$ cat src/rtl/bch_encoder.sv
// Bit-serial systematic BCH(63,51) encoder: passes 51 message bits through,
// then appends the 12-bit remainder of m(x)*x^12 mod g(x), MSB first.
module bch_encoder #(
    parameter int             N   = 63,
    parameter int             K   = 51,
    parameter logic [N-K:0]   GEN = 13'h1539
) (
    input  logic clk,
    input  logic rst,
    input  logic in_valid,
    input  logic in_data,
    output logic in_ready,
    output logic out_valid,
    output logic out_data,
    output logic out_last,
    input  logic out_ready
);

    localparam int P  = N - K;
    localparam int CW = $clog2(K);
    localparam logic [CW-1:0] CNT_MSG_LAST = CW'(K - 1);
    localparam logic [CW-1:0] CNT_PAR_LAST = CW'(P - 1);

    typedef enum logic {MSG, PAR} state_t;

    state_t        state, state_nxt;
    logic [CW-1:0] cnt, cnt_nxt;
    logic [P-1:0]  r, r_nxt;
    logic          out_valid_nxt, out_data_nxt, out_last_nxt;
    logic          slot, fb;

    // The output register can take a new bit when empty or being drained.
    assign slot     = ~out_valid | out_ready;
    assign in_ready = rst & (state == MSG) & slot;
    assign fb       = in_data ^ r[P-1];

    always_ff @(posedge clk or negedge rst) begin
        if (!rst) begin
            state     <= MSG;
            cnt       <= '0;
            r         <= '0;
            out_valid <= 1'b0;
            out_data  <= 1'b0;
            out_last  <= 1'b0;
        end else begin
            state     <= state_nxt;
            cnt       <= cnt_nxt;
            r         <= r_nxt;
            out_valid <= out_valid_nxt;
            out_data  <= out_data_nxt;
            out_last  <= out_last_nxt;
        end
    end

    always_comb begin
        state_nxt     = state;
        cnt_nxt       = cnt;
        r_nxt         = r;
        out_valid_nxt = out_valid;
        out_data_nxt  = out_data;
        out_last_nxt  = out_last;

        if (out_ready) begin
            out_valid_nxt = 1'b0;
            out_last_nxt  = 1'b0;
        end

        case (state)
            MSG: begin
                if (in_valid && in_ready) begin
                    out_data_nxt  = in_data;
                    out_valid_nxt = 1'b1;
                    out_last_nxt  = 1'b0;
                    r_nxt = {r[P-2:0], 1'b0} ^ (fb ? GEN[P-1:0] : '0);
                    if (cnt == CNT_MSG_LAST) begin
                        state_nxt = PAR;
                        cnt_nxt   = '0;
                    end else begin
                        cnt_nxt = cnt + CW'(1);
                    end
                end
            end
            PAR: begin
                // Remainder shifts out only when the output slot frees up.
                if (slot) begin
                    out_data_nxt  = r[P-1];
                    out_valid_nxt = 1'b1;
                    r_nxt         = {r[P-2:0], 1'b0};
                    if (cnt == CNT_PAR_LAST) begin
                        out_last_nxt = 1'b1;
                        state_nxt    = MSG;
                        cnt_nxt      = '0;
                        r_nxt        = '0;
                    end else begin
                        out_last_nxt = 1'b0;
                        cnt_nxt      = cnt + CW'(1);
                    end
                end
            end
            default: state_nxt = MSG;
        endcase
    end

endmodule
$ cat config.mk
export PLATFORM = sky130hd
export DESIGN_NAME = bch_encoder
export DESIGN_NICKNAME = d
export VERILOG_FILES = /design/src/rtl/bch_encoder.sv
export SDC_FILE = /design/constraint.sdc
export NUM_CORES = 1
export LEC_CHECK = 0
export CAP_MARGIN = 15
export CORE_ASPECT_RATIO = 0.8
export CORE_MARGIN = 1
export CORE_UTILIZATION = 40
export DETAILED_ROUTE_END_ITERATION = 8
export PLACE_DENSITY = 0.62
export REMOVE_ABC_BUFFERS = 1
export SLEW_MARGIN = 10
export SYNTH_ARGS = -nofsm -noshare
export SYNTH_HDL_FRONTEND = slang
export SYNTH_SLANG_ARGS = --single-unit
$ cat constraint.sdc
create_clock -name clk -period 3.87 [get_ports clk]
set_input_delay 0.774 -clock clk [delete_from_list [all_inputs] [get_ports clk]]
set_output_delay 0.774 -clock clk [all_outputs]
set_load 0.1 [all_outputs]
==> summary.txt, run 1 <==
Syn Inst Count: 97
Warnings, synthesis: 0
WP data required: 3.10 ns
CP Class: in -> out
share of cells above drive strength 1: 0.1165
Syn-to-layout area delta: 12.23%
# Cells Yosys: 97
CTS tree: done
fin nets: 112
R2R depth: 4
Synth top cell by count: dfrtp_1
tool warning count: 26
Worst Setup Slack, final: 0.9689 ns
Synth Seq Share: 0.5176
#FFs+latches synth: 22
post-place setup slack: 0.9293 ns
leading area contributor after synthesis: dfrtp_1
ratio of final minimum period to clock period: 0.7496
Sink Count: 22
CP arrival: 2.13 ns
status: finished clean
Crit. Startpoint: rst
first-pass GRT wire length: 2925 um
final hold violation count: 0
root buf cell: clkbuf_4
antenna violations before repair: 0
vias: 719
synth cell count leaders: dfrtp_1, a22o_1, nand2_1
CTS buffer count: 3
Setup Fix Bufs, Post-CTS: 0
drt drc: 0
Starting DRT DRC Count: 30
flip-flops with a built-in enable: 0
Overall Power: 687.2 uW
reg-to-reg slack, setup: 2.01 ns
clk latency late pin: 0.29 ns
RR Startpoint: state
critical path startpoint category: input pin
Post-CTS Resized: 0
Hold Path Stages: 2
Max-Cap Viols: 0
Post-CTS Hold Fix Bufs: 0
top cells by area: dfrtp_1, a22o_1, xor2_1
Tot GR Track Use: 0.1439
Final Util: 0.4808
H-Tree Depth: 1
yosys stat chip area: 1064 um^2
die height: 48.12 um
crit path max fanout: 9
row count: 16
Tightest Pin Transition: 0.9605 ns
Syn Std Cell Area: 1064 um^2
crit path time final: 2.901 ns
post-detailed-route via-to-cell ratio: 5.173
First-pass DRT Iterations: 4
IO Count: 9
Worst slew margin: 0.3577
PortBufs: 8
VDD IR max: 137.9 uV
Die X: 59.65 um
Final HPWL DP: 1347 um
critical path endpoint category: output port
RSZ-0062 raised after global routing: false
-- run 1: metrics by stage --
stage	area [um^2]	hold WS (ns)	setup TNS (ns)	cells
after floorplan	1028	0.4622	-0.2197	91
after global placement	1171	0.4645	0	136
after detailed placement	1171	0.4789	0	136
after CTS	1194	0.5072	0	139
after global routing	1194	0.5310	0	139
final	1194	0.5041	0	139
-- run 1: critical path, cell delays in order --
cell	delay, ns
clkdlybuf4s50_1	0.66
nor3b_1	0.45
buf_12	0.24
-- run 1: kinds of logic (layout without fill, tap and decap cells) --
group                      after synthesis  count (layout)  share of synthesized area
and+or+nand+nor                         33              33                     0.1788
AOI/OAI and AO/OA                       24              24                     0.1706
DFF                                     22              22                     0.5176
buffers and inverters                    8              14                    0.03999
xor gates and xnor gates                 6               6                    0.04941
adders and majority gates                2               2                    0.02353
muxes                                    2               2                    0.02000
-- run 1: cells in the final DEF (no fill, tap or decap), types with 2 or more instances in the layout --
| master | n |
|---|---|
| o21ai_0 | 6 |
| or2_1 | 2 |
| nand2b_1 | 2 |
| ha_1 | 2 |
| inv_1 | 2 |
| nor2_1 | 3 |
| nand2_1 | 9 |
| dfrtp_1 | 22 |
| clkdlybuf4s50_1 | 7 |
| clkbuf_4 | 3 |
| xor2_1 | 5 |
| a22o_1 | 10 |
| nand3_1 | 6 |
| o31ai_1 | 2 |
| o211ai_1 | 2 |
| or3_1 | 3 |
-- run 1: registers in the layout (all words and copies together), names as in the netlist --
signal and count:
out_data 1, r 12, out_last 1, state 1
cnt 6, out_valid 1
-- run 1: power breakdown --
group / switching [uW] / leakage, uW / internal (uW) / total [uW]
Combinational: 115 / 0.000262 / 104 / 219
Clock: 64.7 / 0.0000138 / 36.2 / 101
Sequential: 62.5 / 0.000266 / 305 / 367
-- run 1: per-layer routing --
metal	up-vias	part of all wire	GRT usage
met5	-	0	0
met4	0	0.0064	0.06512
met3	2	0.041	0.04244
met2	10	0.44	0.2222
met1	347	0.51	0.1904
li1	360	-	-
-- run 1: area by class of cell --
type,count,area [um^2]
fill,253,1289
sequential,22,550.5
multi-input combinational,67,470.5
timing repair buffer,9,97.59
tap,36,45.04
clock buffer,3,22.52
inverter,2,7.507
-- run 1: how the worst min path moves through the flow --
| stage | endpoint | slack, ns |
|---|---|---|
| 2_1_floorplan | r[1] | 0.46 |
| 3_3_place_gp | out_data | 0.46 |
| 3_5_place_dp | out_data | 0.48 |
| 4_1_cts | out_data | 0.51 |
| 5_1_grt | out_data | 0.53 |
| 6_report | out_data | 0.50 |
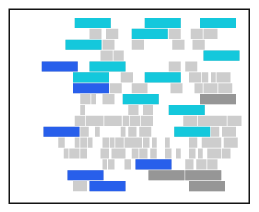
Fig. 1. Register map, names as in the netlist (run 1).
Scale: 4 px per um.
colour	name in the netlist	flops
cyan	`r`	12
blue	`cnt`	6

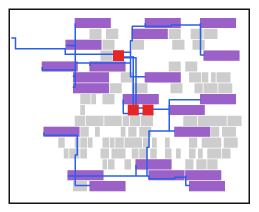
Fig. 2. Clock wires, drivers and flops (run 1).
Scale: 4 px per um.
[red] clock-net drivers | count: 3
[blue] clock wires | length: 268 um
[purple] flip-flops | count: 22
routed clock nets	4

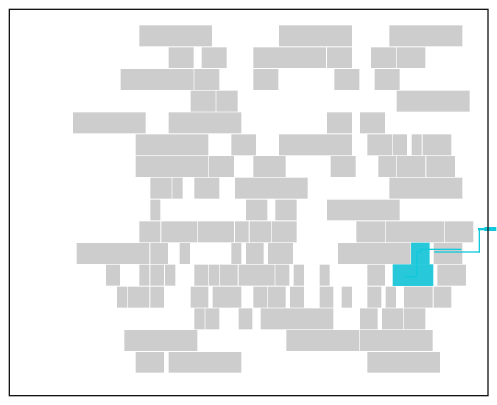
Fig. 3. I/O nets highlighted (run 1).
Scale: 8 px per um.
colour	port	bits	direction	end cells	buffers	wire
cyan	`out_ready`	1	input	2	1	19.4 um

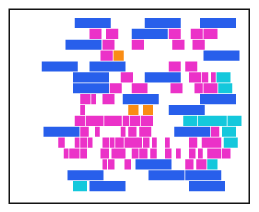
Fig. 4. Placement by cell class (run 1).
Scale: 4 px per um.
colour	class	cells	share of their area
orange	clock-net drivers	3	2.0%
magenta	remaining logic cells	69	42%
cyan	remaining buffers and delay cells	9	8.5%
blue	sequential cells	22	48%

==> run 1 -> run 2 <==
--- a/config.mk
+++ b/config.mk
@@ -10,7 +10,7 @@
 export CORE_MARGIN = 1
 export CORE_UTILIZATION = 40
 export DETAILED_ROUTE_END_ITERATION = 8
-export PLACE_DENSITY = 0.62
+export PLACE_DENSITY = 0.64
 export REMOVE_ABC_BUFFERS = 1
 export SLEW_MARGIN = 10
 export SYNTH_ARGS = -nofsm -noshare
==> constraint.sdc (replaced) <==
create_clock -name clk -period 2.4 [get_ports clk]
set_input_delay 0.48 -clock clk [delete_from_list [all_inputs] [get_ports clk]]
set_output_delay 0.48 -clock clk [all_outputs]
set_load 0.1 [all_outputs]
==> run 2 against run 1 <==
Compared with the run above:
- synthesized area unchanged
- synthesized cell count unchanged
- via count up 5.4%
- design area up 2.4%
- count of clock-buffer cells in the layout up 1
- total power up 67%
- sequential share of layout area down 1.1 points
- sequential cell count unchanged
- global-route usage up 0.95 points
- critical endpoint unchanged
- largest cell class unchanged
- largest power group unchanged
==> summary.txt, run 2 <==
clock network power share: 0.176
CP arrival: 1.66 ns
H-Tree Depth: 1
status: finished clean
Core Box Area: 2482 um^2
fraction of registers with async set/reset: 1.000
NetSw: 392.8 uW
Tot GR Track Use: 0.1534
delay-heaviest family, CP: buffers and inverters
power density cells: 938.7 nW/um^2
flip-flops with a built-in enable: 0
Comb pwr share: 0.309
met2 Track Usage GR: 0.2333
Sequential Power Share: 0.515
Post-CTS Resized: 0
vias: 758
first-pass GRT wire length: 3180 um
slowest stage delay, CP: 0.50 ns
n_diodes: 0
Max-Cap Viols: 0
critical path startpoint category: input pin
Syn Inst Count: 97
antenna violations before repair: 0
leading area contributor after synthesis: dfrtp_1
crit path time final: 2.141 ns
busiest layer in global routing: met2
reg-to-reg endpoint: r[9]
drt drc: 0
Worst slew margin: 0.7416
Int Pwr: 754.6 uW
Syn Std Cell Area: 1064 um^2
GPL Wtd Cong: 0.7301
fp util: 0.4284
Overall Power: 1147 uW
WP data required: 1.92 ns
RSZ-0062 raised after global routing: false
Setup Fix Bufs, Post-CTS: 0
CP Class: in -> out
IO Count: 9
RR Startpoint: state
tool warning count: 26
final setup vio count: 0
grt met1 use: 0.2203
met3 Use GR: 0.02387
synth cell count leaders: dfrtp_1, a22o_1, nand2_1
Crit-path slowest cell: clkdlybuf4s50_1
CTS buffer count: 3
Most used DFF post-synth: dfrtp_1
Syn-to-layout area delta: 14.94%
yosys stat chip area: 1064 um^2
design area: 1222 um^2
average cell area after synthesis: 10.96 um^2
reg-to-reg slack, setup: 0.72 ns
PortBufs: 8
Synth top area share: 0.5176
Warnings, synthesis: 0
ratio of final minimum period to clock period: 0.8920
critical path endpoint category: output port
Synth top cell by count: dfrtp_1
Leak: 0.0005671 uW
top flop regs: r: 12 flops, cnt: 6 flops
crit path max fanout: 7
antenna-violating nets left: 0
Post-DP Area: 1186 um^2
clk buf depth: 2
vias in the first global route: 703
clk_skew: 0.001366 ns
post-detailed-route via-to-cell ratio: 5.301
Post-Route WL: 1904 um
final hold violation count: 0
Slew Limit Fails: 0
Netlist cell types: 33
crit-path cells: clkdlybuf4s50_1, buf_4, nor3b_1, buf_4, buf_12
Largest register FFs: 12
Sink Count: 22
Min-Delay Path Class: in -> async
die area: 2870 um^2
WL/cell: 13.31 um
R2R depth: 4
most frequent cells in the layout: dfrtp_1, a22o_1, nand2_1, buf_4
clk latency late pin: 0.30 ns
Sw Ratio: 0.3423
Starting DRT DRC Count: 19
top cells by area: dfrtp_1, a22o_1, xor2_1
VDD IR max: 260.0 uV
fin nets: 115
most numerous logic cell after layout: dfrtp_1
Die X: 59.65 um
cell mode on critical path: buf_4
Max Fclk: 467.1 MHz
die height: 48.12 um
CP bufs+invs: 4
total gr overflow: 0
CTS clock-pin slew for the worst setup and hold paths: 0.12 ns
#FFs+latches synth: 22
Post-CTS Hold Fix Bufs: 0
Tightest Pin Transition: 0.3876 ns
CTS tree: done
Synth Seq Share: 0.5176
pin count of the biggest net entering global routing: 17
# Cells Yosys: 97
share of cells above drive strength 1: 0.1776
Final HPWL DP: 1371 um
root buf cell: clkbuf_4
row count: 16
First-pass DRT Iterations: 4
Top reg by flops: r
-- run 2: metal layers --
layer	wire, um	part of all wire	vias up
met5	0	0	-
met4	35	0.018	0
met3	68	0.036	4
met2	807	0.42	15
met1	992	0.52	371
li1	-	-	368
-- run 2: power by group through the flow --
stage,Combinational (uW),Sequential (uW),Clock [uW]
2_1_floorplan,240,616,0
3_3_place_gp,350,595,0
3_5_place_dp,354,599,0
4_1_cts,359,591,214
5_1_grt,395,609,224
6_report,354,591,202
-- run 2: worst max-delay path by stage --
stage	from	end	slack, ns	depth (start not counted)
finish	rst	in_ready	0.26	5
global route	rst	in_ready	0.17	5
CTS	rst	in_ready	0.24	5
detailed placement	rst	in_ready	0.24	5
global placement	rst	in_ready	0.24	5
floorplan	out_valid	out_last	-1.52	4
-- run 2: cell families (layout without fill, tap and decap cells) --
group,after synthesis,count (layout),share of synthesized area
AOI/OAI and AO/OA,24,24,0.1706
buffers and inverters,8,18,0.03999
muxes,2,2,0.02000
DFF,22,22,0.5176
and+or+nand+nor,33,33,0.1788
adders and majority gates,2,2,0.02353
xor gates and xnor gates,6,6,0.04941
-- run 2: cell type report --
cell class / instances / area [um^2]
Multi-Input combinational cell: 67 / 470.5
Clock buffer: 4 / 36.28
Inverter: 2 / 7.507
Tap cell: 36 / 45.04
Sequential cell: 22 / 550.5
Fill cell: 240 / 1260
Timing Repair Buffer: 12 / 112.6
-- run 2: metrics by stage --
step,worst slack (ns),setup TNS [ns],util,std cells,hold slack (ns)
after CTS,0.2425,0,0.4924,143,0.4870
after global routing,0.1683,0,0.4924,143,0.5087
after detailed placement,0.2433,0,0.4778,139,0.4819
after global placement,0.2428,0,0.4778,139,0.4762
final,0.2591,0,0.4924,143,0.5020
after floorplan,-1.517,-4.235,-,91,0.1844
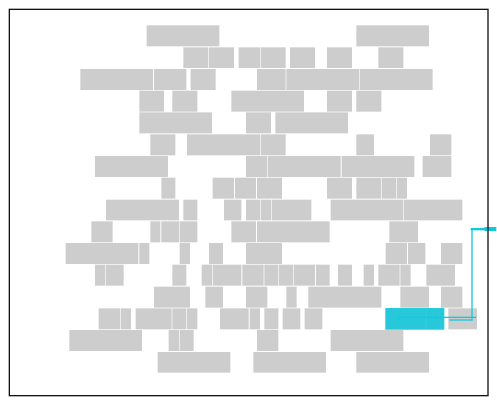
Fig. 5. I/O nets highlighted (run 2).
Scale: 8 px per um.
colour	port	bits	direction	end cells	buffers	wire
cyan	`out_ready`	1	input	2	1	26.1 um

Fig. 6: run 2, clock wires, drivers and flops
Scale: 4 px per um.
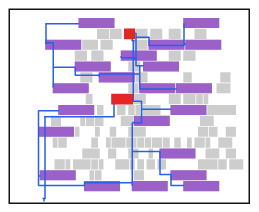

==> run 2 -> run 3 <==
--- a/config.mk
+++ b/config.mk
@@ -5,12 +5,13 @@
 export SDC_FILE = /design/constraint.sdc
 export NUM_CORES = 1
 export LEC_CHECK = 0
+export ABC_CLOCK_PERIOD_IN_PS = 2780
 export CAP_MARGIN = 15
 export CORE_ASPECT_RATIO = 0.8
 export CORE_MARGIN = 1
-export CORE_UTILIZATION = 40
+export CORE_UTILIZATION = 30
 export DETAILED_ROUTE_END_ITERATION = 8
-export PLACE_DENSITY = 0.64
+export PLACE_DENSITY = 0.5
 export REMOVE_ABC_BUFFERS = 1
 export SLEW_MARGIN = 10
 export SYNTH_ARGS = -nofsm -noshare
==> constraint.sdc (replaced) <==
create_clock -name clk -period 2.78 [get_ports clk]
set_input_delay 0.556 -clock clk [delete_from_list [all_inputs] [get_ports clk]]
set_output_delay 0.556 -clock clk [all_outputs]
set_load 0.1 [all_outputs]
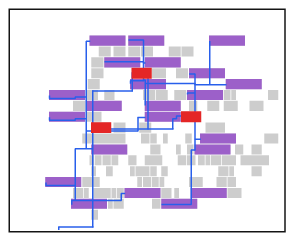
Fig. 7. Clock wires, drivers and flops (run 3).
Scale: 4 px per um.
[blue] clock wires | length: 318 um
[purple] flip-flops | count: 22
[red] clock-net drivers | count: 3
routed clock nets	4

==> run 3 against run 2 <==
Compared with the run above:
- synthesized cell count is the same
- combinational power shrank 15%
- sequential cell count unchanged
- final cell count increased by 2.1%
- non-clock buffer count fell by 1
- clock power up 49%
- count of clock-buffer cells in the layout decreased by 1
- routed wire length up 5.2%
==> summary.txt, run 3 <==
Overall Power: 1114 uW
total gr overflow: 0
Setup Fix Bufs, Post-CTS: 0
WP data required: 2.22 ns
Syn Inst Count: 97
crit-path cells: clkdlybuf4s50_1, nor2b_4, nor3b_1, buf_12
final hold violation count: 0
most frequent cells in the layout: dfrtp_1, a22o_1, nand2_1
Post-CTS Hold Fix Bufs: 0
Fill cells: 306
root buf cell: clkbuf_8
Tot GR Track Use: 0.1203
CTS buffer count: 3
Largest register FFs: 12
vias: 741
Sink Count: 22
Synth top cell by count: dfrtp_1
First-pass DRT Iterations: 4
drt drc: 0
row count: 18
n_diodes: 0
Synth top area share: 0.5176
critical path startpoint category: input pin
power density cells: 887.6 nW/um^2
placed cell count: 142
ratio of final minimum period to clock period: 0.8525
yosys stat chip area: 1064 um^2
fp util: 0.3302
GPL Wtd Cong: 0.8002
# Cells Yosys: 97
synth cell count leaders: dfrtp_1, a22o_1, nand2_1
first-pass GRT wire length: 3249 um
WL/cell: 13.72 um
tool warning count: 26
Min-Delay Path Class: reg -> reg
Hold Slack: 0.4830 ns
clk buf depth: 2
Synth Seq Share: 0.5176
Warnings, synthesis: 0
Final HPWL DP: 1411 um
Leak: 0.0005767 uW
post-place setup slack: 0.4163 ns
fraction of registers with async set/reset: 1.000
Worst path depth: 4
Hold Path Stages: 2
antenna-violating nets left: 0
Max-Cap Viols: 0
clk latency late pin: 0.27 ns
top flop regs: r: 12 flops, cnt: 6 flops
PortBufs: 8
CP bufs+invs: 2
status: finished clean
pin count of the biggest net entering global routing: 14
Post-Route WL: 2003 um
CTS tree: done
flip-flops with a built-in enable: 0
Max Fclk: 422.0 MHz
crit path time final: 2.370 ns
leading area contributor after synthesis: dfrtp_1
post-detailed-route via-to-cell ratio: 5.075
Netlist cell types: 33
average cell area after synthesis: 10.96 um^2
Final Non-Filler Cells: 146
Post-CTS Resized: 0
crit path max fanout: 6
critical path endpoint category: output port
R2R depth: 4
die area: 3789 um^2
Fin Setup TNS: 0 ns
Worst Setup Slack, final: 0.4101 ns
Tightest Pin Transition: 0.4731 ns
antenna violations before repair: 0
Core Box Area: 3221 um^2
IO Count: 9
Syn Std Cell Area: 1064 um^2
top cells by area: dfrtp_1, a22o_1, xor2_1
die height: 55.26 um
CP arrival: 1.81 ns
final setup vio count: 0
#FFs+latches synth: 22
Worst slew margin: 0.6839
Die X: 68.57 um
Slew Limit Fails: 0
most numerous logic cell after layout: dfrtp_1
logic area: 470.5 um^2
vias in the first global route: 652
RSZ-0062 raised after global routing: false
Starting DRT DRC Count: 45
Crit-path slowest cell: clkdlybuf4s50_1
clk_skew: 0.003436 ns
VDD IR max: 261.8 uV
Reg area: 550.5 um^2
H-Tree Depth: 1
slowest stage delay, CP: 0.53 ns
Most used DFF post-synth: dfrtp_1
Syn-to-layout area delta: 18.00%
share of cells above drive strength 1: 0.1698
Top reg by flops: r
fin nets: 114
CTS clock-pin slew for the worst setup and hold paths: 0.08 ns
delay-heaviest family, CP: buffers and inverters
CP Class: in -> out
-- run 3: cell count changes in the layout (fill, tap and decap cells not counted) --
cell / before / now
clkbuf_4: 3 / 0
clkbuf_8: 1 / 3
buf_4: 7 / 6
bufinv_16: 0 / 1
-- run 3: worst reg2reg max path: cells and delay by family, from the launching register on --
family / cells / cell delay [ns]
simple gates: 1 / 0.39
compound gates: 2 / 0.38
buf+inv: 1 / 0.25
flops: 1 / 0.59
-- run 3: worst paths after layout --
path / start / endpoint / slack [ns]
setup / recovery: out_ready / in_ready / 0.41
hold / removal: out_data / out_data / 0.48
setup reg to reg: state / r[9] / 1.06
hold reg to reg: out_data / out_data / 0.48
max in group asynchronous: rst / r[3] / 1.94
min in group asynchronous: rst / state / 0.65
-- run 3: power by group --
group / switching, uW / internal [uW] / leakage [uW]
clock network: 109 / 192 / 0.0000357
registers: 85.4 / 425 / 0.000266
logic: 157 / 145 / 0.000275
-- run 3: final cells by class --
class | count | share of cell area
clock inverter | 1 | 0.02393
sequential | 22 | 0.4387
tap | 40 | 0.03988
multi-input combinational | 67 | 0.3749
timing repair buffer | 11 | 0.08375
inverter | 2 | 0.005982
clock buffer | 3 | 0.03290
-- run 3: kinds of logic (layout without fill, tap and decap cells) --
group	Yosys count	count (layout)	synth area share
AND-OR/OR-AND	24	24	0.1706
XOR/XNOR	6	6	0.04941
adder cells (fa/ha/maj)	2	2	0.02353
buffers and inverters	8	17	0.03999
flip-flops	22	22	0.5176
multiplexers	2	2	0.02000
AND/OR/NAND/NOR	33	33	0.1788
-- run 3: through the flow --
step | utilization | instance area [um^2]
3_5_place_dp | 0.3675 | 1184
6_report | 0.3897 | 1255
5_1_grt | 0.3897 | 1255
3_3_place_gp | 0.3675 | 1184
4_1_cts | 0.3897 | 1255
2_1_floorplan | - | 1028
-- run 3: metal layers --
metal  GRT usage  vias up  share of wire
met4     0.06250        0          0.023
li1            -      370              -
met5           0        -              0
met2      0.1415       17           0.39
met1      0.1837      350           0.54
met3     0.04545        4          0.051
Power is estimated from default activity; no workload was simulated.
